===== src/rtl/contador_pkg.sv =====
// Shared BCD digit type, limits and single-digit step arithmetic for the
// contador_bcd counter.
package contador_pkg;

    typedef logic [3:0] bcd_t;

    localparam bcd_t BCD_MAX = 4'd9;
    localparam bcd_t BCD_MIN = 4'd0;

    // Result of stepping one digit: wrap flags the carry/borrow into the next digit.
    typedef struct packed {
        logic wrap;
        bcd_t d;
    } bcd_step_t;

    function automatic logic bcd_valid(input bcd_t d);
        return d <= BCD_MAX;
    endfunction

    function automatic bcd_step_t bcd_next(input bcd_t d, input logic up);
        bcd_step_t r;
        if (up) begin
            if (d >= BCD_MAX) r = '{wrap: 1'b1, d: BCD_MIN};
            else              r = '{wrap: 1'b0, d: d + 4'd1};
        end else begin
            if (d == BCD_MIN) r = '{wrap: 1'b1, d: BCD_MAX};
            else              r = '{wrap: 1'b0, d: d - 4'd1};
        end
        return r;
    endfunction

endpackage


===== src/rtl/bcd_digit.sv =====
// One BCD digit register of the counter chain; step_out ripples the
// carry/borrow into the next more significant digit.
module bcd_digit
    import contador_pkg::*;
(
    input  logic clk,
    input  logic rst,
    input  logic load,
    input  bcd_t load_d,
    input  logic step_in,
    input  logic up,
    output bcd_t d,
    output logic step_out
);

    bcd_step_t nxt;

    always_comb nxt = bcd_next(d, up);

    assign step_out = step_in & nxt.wrap;

    // NOTE: registers use non-blocking assignments so every flop samples pre-edge values.
    always_ff @(posedge clk) begin
        if (rst) begin
            d <= BCD_MIN;
        end else if (load) begin
            d <= bcd_valid(load_d) ? load_d : BCD_MIN;
        end else if (step_in) begin
            d <= nxt.d;
        end
    end

endmodule


===== src/rtl/contador_bcd.sv =====
// Multi-digit BCD up/down counter stepped by a prescaler tick or a pushbutton.
// Define CONTADOR_DEBOUNCE_EN to add a DEB_CYCLES stability filter on the button.
module contador_bcd
    import contador_pkg::*;
#(
    parameter int NUM_DIGITS = 2,
    parameter int PRESCALE   = 50000000,
    parameter int DEB_CYCLES = 1000000
) (
    input  logic                    clk,
    input  logic                    rst,
    input  logic                    en,
    input  logic                    up,
    input  logic                    load,
    input  logic [4*NUM_DIGITS-1:0] load_val,
    input  logic                    step_btn,
    output logic [4*NUM_DIGITS-1:0] bcd_out,
    output logic                    tick,
    output logic                    carry
);

    if (NUM_DIGITS < 1 || NUM_DIGITS > 8 || PRESCALE < 2 || DEB_CYCLES < 1) begin : g_bad_params
        $error("contador_bcd: parameter out of range");
    end

    localparam int              PS_W    = $clog2(PRESCALE);
    localparam logic [PS_W-1:0] PS_LAST = PS_W'(PRESCALE - 1);

    logic [PS_W-1:0] ps_cnt;

    always_ff @(posedge clk) begin
        if (rst) begin
            ps_cnt <= '0;
            tick   <= 1'b0;
        end else if (!en || load) begin
            ps_cnt <= '0;
            tick   <= 1'b0;
        end else if (ps_cnt == PS_LAST) begin
            ps_cnt <= '0;
            tick   <= 1'b1;
        end else begin
            ps_cnt <= ps_cnt + 1'b1;
            tick   <= 1'b0;
        end
    end

    // Two-flop synchronizer: sync[1] is the first metastability-safe copy.
    logic [1:0] sync;

    always_ff @(posedge clk) begin
        if (rst) sync <= '0;
        else     sync <= {sync[0], step_btn};
    end

    logic btn_level;

`ifdef CONTADOR_DEBOUNCE_EN
    localparam int               DEB_W    = $clog2(DEB_CYCLES + 1);
    localparam logic [DEB_W-1:0] DEB_LAST = DEB_W'(DEB_CYCLES - 1);

    logic [DEB_W-1:0] deb_cnt;

    // Accept a new level only after it has differed from the current one for DEB_CYCLES cycles.
    always_ff @(posedge clk) begin
        if (rst) begin
            btn_level <= 1'b0;
            deb_cnt   <= '0;
        end else if (sync[1] == btn_level) begin
            deb_cnt   <= '0;
        end else if (deb_cnt == DEB_LAST) begin
            btn_level <= sync[1];
            deb_cnt   <= '0;
        end else begin
            deb_cnt   <= deb_cnt + 1'b1;
        end
    end
`else
    assign btn_level = sync[1];
`endif

    logic btn_prev;
    logic btn_step;

    always_ff @(posedge clk) begin
        if (rst) btn_prev <= 1'b0;
        else     btn_prev <= btn_level;
    end

    assign btn_step = btn_level & ~btn_prev;

    // chain[i] steps digit i; chain[NUM_DIGITS] means every digit wrapped.
    logic [NUM_DIGITS:0] chain;

    // NOTE: a combinational signal assigned on every path infers no latch.
    always_comb begin
        chain[0] = tick | btn_step;
    end

    for (genvar i = 0; i < NUM_DIGITS; i++) begin : g_digit
        bcd_digit u_digit (
            .clk      (clk),
            .rst      (rst),
            .load     (load),
            .load_d   (load_val[4*i +: 4]),
            .step_in  (chain[i]),
            .up       (up),
            .d        (bcd_out[4*i +: 4]),
            .step_out (chain[i+1])
        );
    end

    always_ff @(posedge clk) begin
        if (rst || load) carry <= 1'b0;
        else             carry <= chain[NUM_DIGITS];
    end

endmodule


===== config.mk =====
export PLATFORM = sky130hd
export DESIGN_NAME = contador_bcd
export DESIGN_NICKNAME = d
export VERILOG_FILES = /design/src/rtl/contador_pkg.sv /design/src/rtl/bcd_digit.sv /design/src/rtl/contador_bcd.sv
export SDC_FILE = /design/constraint.sdc
export NUM_CORES = 1
export LEC_CHECK = 0
export CORE_MARGIN = 8
export CORE_UTILIZATION = 25
export CTS_CLUSTER_DIAMETER = 200
export CTS_CLUSTER_SIZE = 12
export DETAILED_ROUTE_END_ITERATION = 6
export PLACE_DENSITY = 0.51
export SLEW_MARGIN = 0
export SYNTH_ARGS = -nofsm -noshare
export SYNTH_HDL_FRONTEND = slang
export SYNTH_HIERARCHICAL = 1
export SYNTH_SLANG_ARGS = --single-unit

===== constraint.sdc =====
create_clock -name clk -period 2.5 [get_ports clk]
set_input_delay 0.5 -clock clk [delete_from_list [all_inputs] [get_ports clk]]
set_output_delay 0.5 -clock clk [all_outputs]
set_load 0.01 [all_outputs]

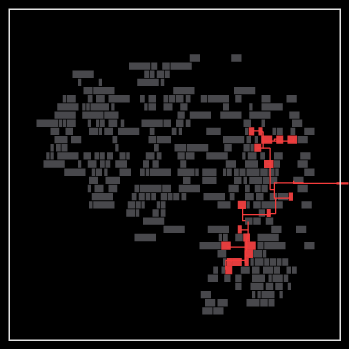
(images/port_trees.png)
Scale: 3 px per um.
Red stands for load, bits 1, direction input, end cells 19, buffers 2, wire 135 um.
port bufs: 23
I/O Pins: 24

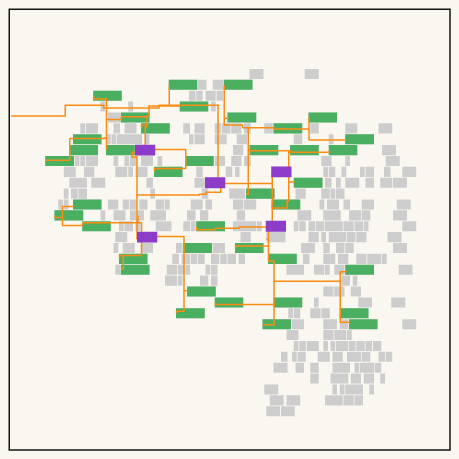
(images/clock_wires.png)
Scale: 4 px per um.
Orange stands for clock wires, length 551 um. Purple stands for clock-net drivers, count 5. Green stands for flip-flops, count 39.
There are 6 routed clock nets.

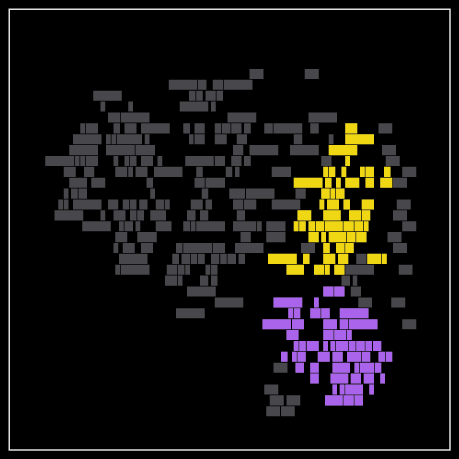
(images/blocks.png)
Scale: 4 px per um. Other cells in grey.
Purple stands for g_digit[1].u_digit, cells 55, where lower right. Yellow stands for g_digit[0].u_digit, cells 53, where middle right.

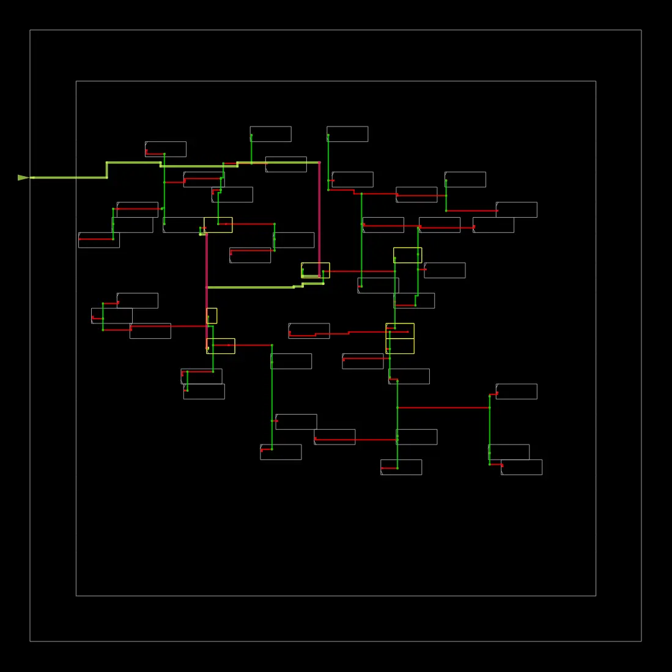
(images/clock_nets.png)
clk sinks: 39
clkbuf count: 6

==> CHANGELOG.md <==
### Changed

* Worst hold slack at 445.3 ps
* Clock skew at 3.771 ps
* Status: complete, no violations
* Init Core Util at 25.49%
* Worst path depth at 9
* Count of library flops with an enable pin at 0
* Mux share at 0%
* Post-route insts no fill at 397
* M3 GR Usage at 2.521%
* Max cap viols at 0
* Most common cell in the netlist: dfxtp_1
* Fmax at 0.4558 GHz
* AND/OR/NAND/NOR Cells, Area Fraction at 26.38%
* Metal-1 WL at 2471 um
* Beginning of the critical path: g_digit[0].u_digit/d[1]
* DIE WIDTH at 109.8 um
* XOR-XNOR Cells, Area Fraction at 4.775%
* WL met2 at 2262 um
* RR Startpoint: g_digit[0].u_digit/d[1]
* GR Util All Layers at 8.830%
* H-tree Lvls at 2
* Internal power at 0.9279 mW
* GR Util met2 at 14.30%
* Tap Cells at 108
* Switch share at 25.06%
* Sequential share of cell area at 29.49%
* Top post-synthesis cells by area: dfxtp_1 (35%), ha_1 (5.1%), xnor2_1 (4.0%)
* MI comb cells at 193
* NetSw at 0.3103 mW
* Diodes inserted at 0
* Final-stage net count at 312
* Die area at 12060 sq um
* Slew of the pin with the lowest slew margin at 463.5 ps
* Post-cts gate resize count at 0
* Part of the power in the clock network at 34.6%
* Clock-pin slew on the worst setup and hold paths at 70 ps
* Startpoint Class: flop
* Max-slew violations at 0
* Hold Fails Final Rpt at 0
* Crit. End Element: flop
* Biggest register: ps_cnt
* Seq cells at 39
* Routed WL per cell at 12.83 um
* Logic share of the area at 48.58%
* Largest regs: ps_cnt (26), g_digit.u_digit/d (8), sync (2)
* Dpl ws at 304.4 ps
* Hold endpoint: sync[1]
* Area share of the largest cell type after synthesis at 35.47%
* AND-OR/OR-AND Cells, Area Fraction at 22.17%
* Power density over the cells at 467.7 nW/um^2
* Max reg flops at 26
* CTS tree: done
* RSZ-0062 raised after global routing: false
* Hold depth at 1
* Top cells excl fill/tap: dfxtp_1 (39), clkdlybuf4s50_1 (23), nor2_1 (22)
* Overall power at 1.238 mW
* Tmin final at 2194 ps
* Synth cell types at 47
* Fin crit share at 87.75%
* OpenROAD warnings at 32
* Register area at 780.7 sq um
* Syn_area_per_cell at 8.368 sq um
* DRT iter0 DRCs at 167
* Final WL at 5092 um
* GR peak layer: met2
* Sum Neg Setup Slack at 0 ps
* Total CTS buffers at 5
* Layout clock area frac at 3.308%
## power groups by stage
| stage | sequential, mW | combinational, mW | clock [mW] |
|---|---|---|---|
| final | 0.647 | 0.163 | 0.428 |
| after detailed placement | 0.662 | 0.163 | 0 |
| after global routing | 0.649 | 0.180 | 0.479 |
| after CTS | 0.647 | 0.163 | 0.445 |
| after global placement | 0.662 | 0.164 | 0 |
| after floorplan | 0.660 | 0.0932 | 0 |
## worst register-to-register path: cells and delay by family (launching register included)
| kind | cells | cell delay, ps |
|---|---|---|
| flops | 1 | 430 |
| fa+ha+maj | 1 | 220 |
| buf+inv | 1 | 110 |
| compound gates | 4 | 630 |
| simple gates | 3 | 740 |
Power figures rest on the tool's default switching activity, not on a simulated workload.
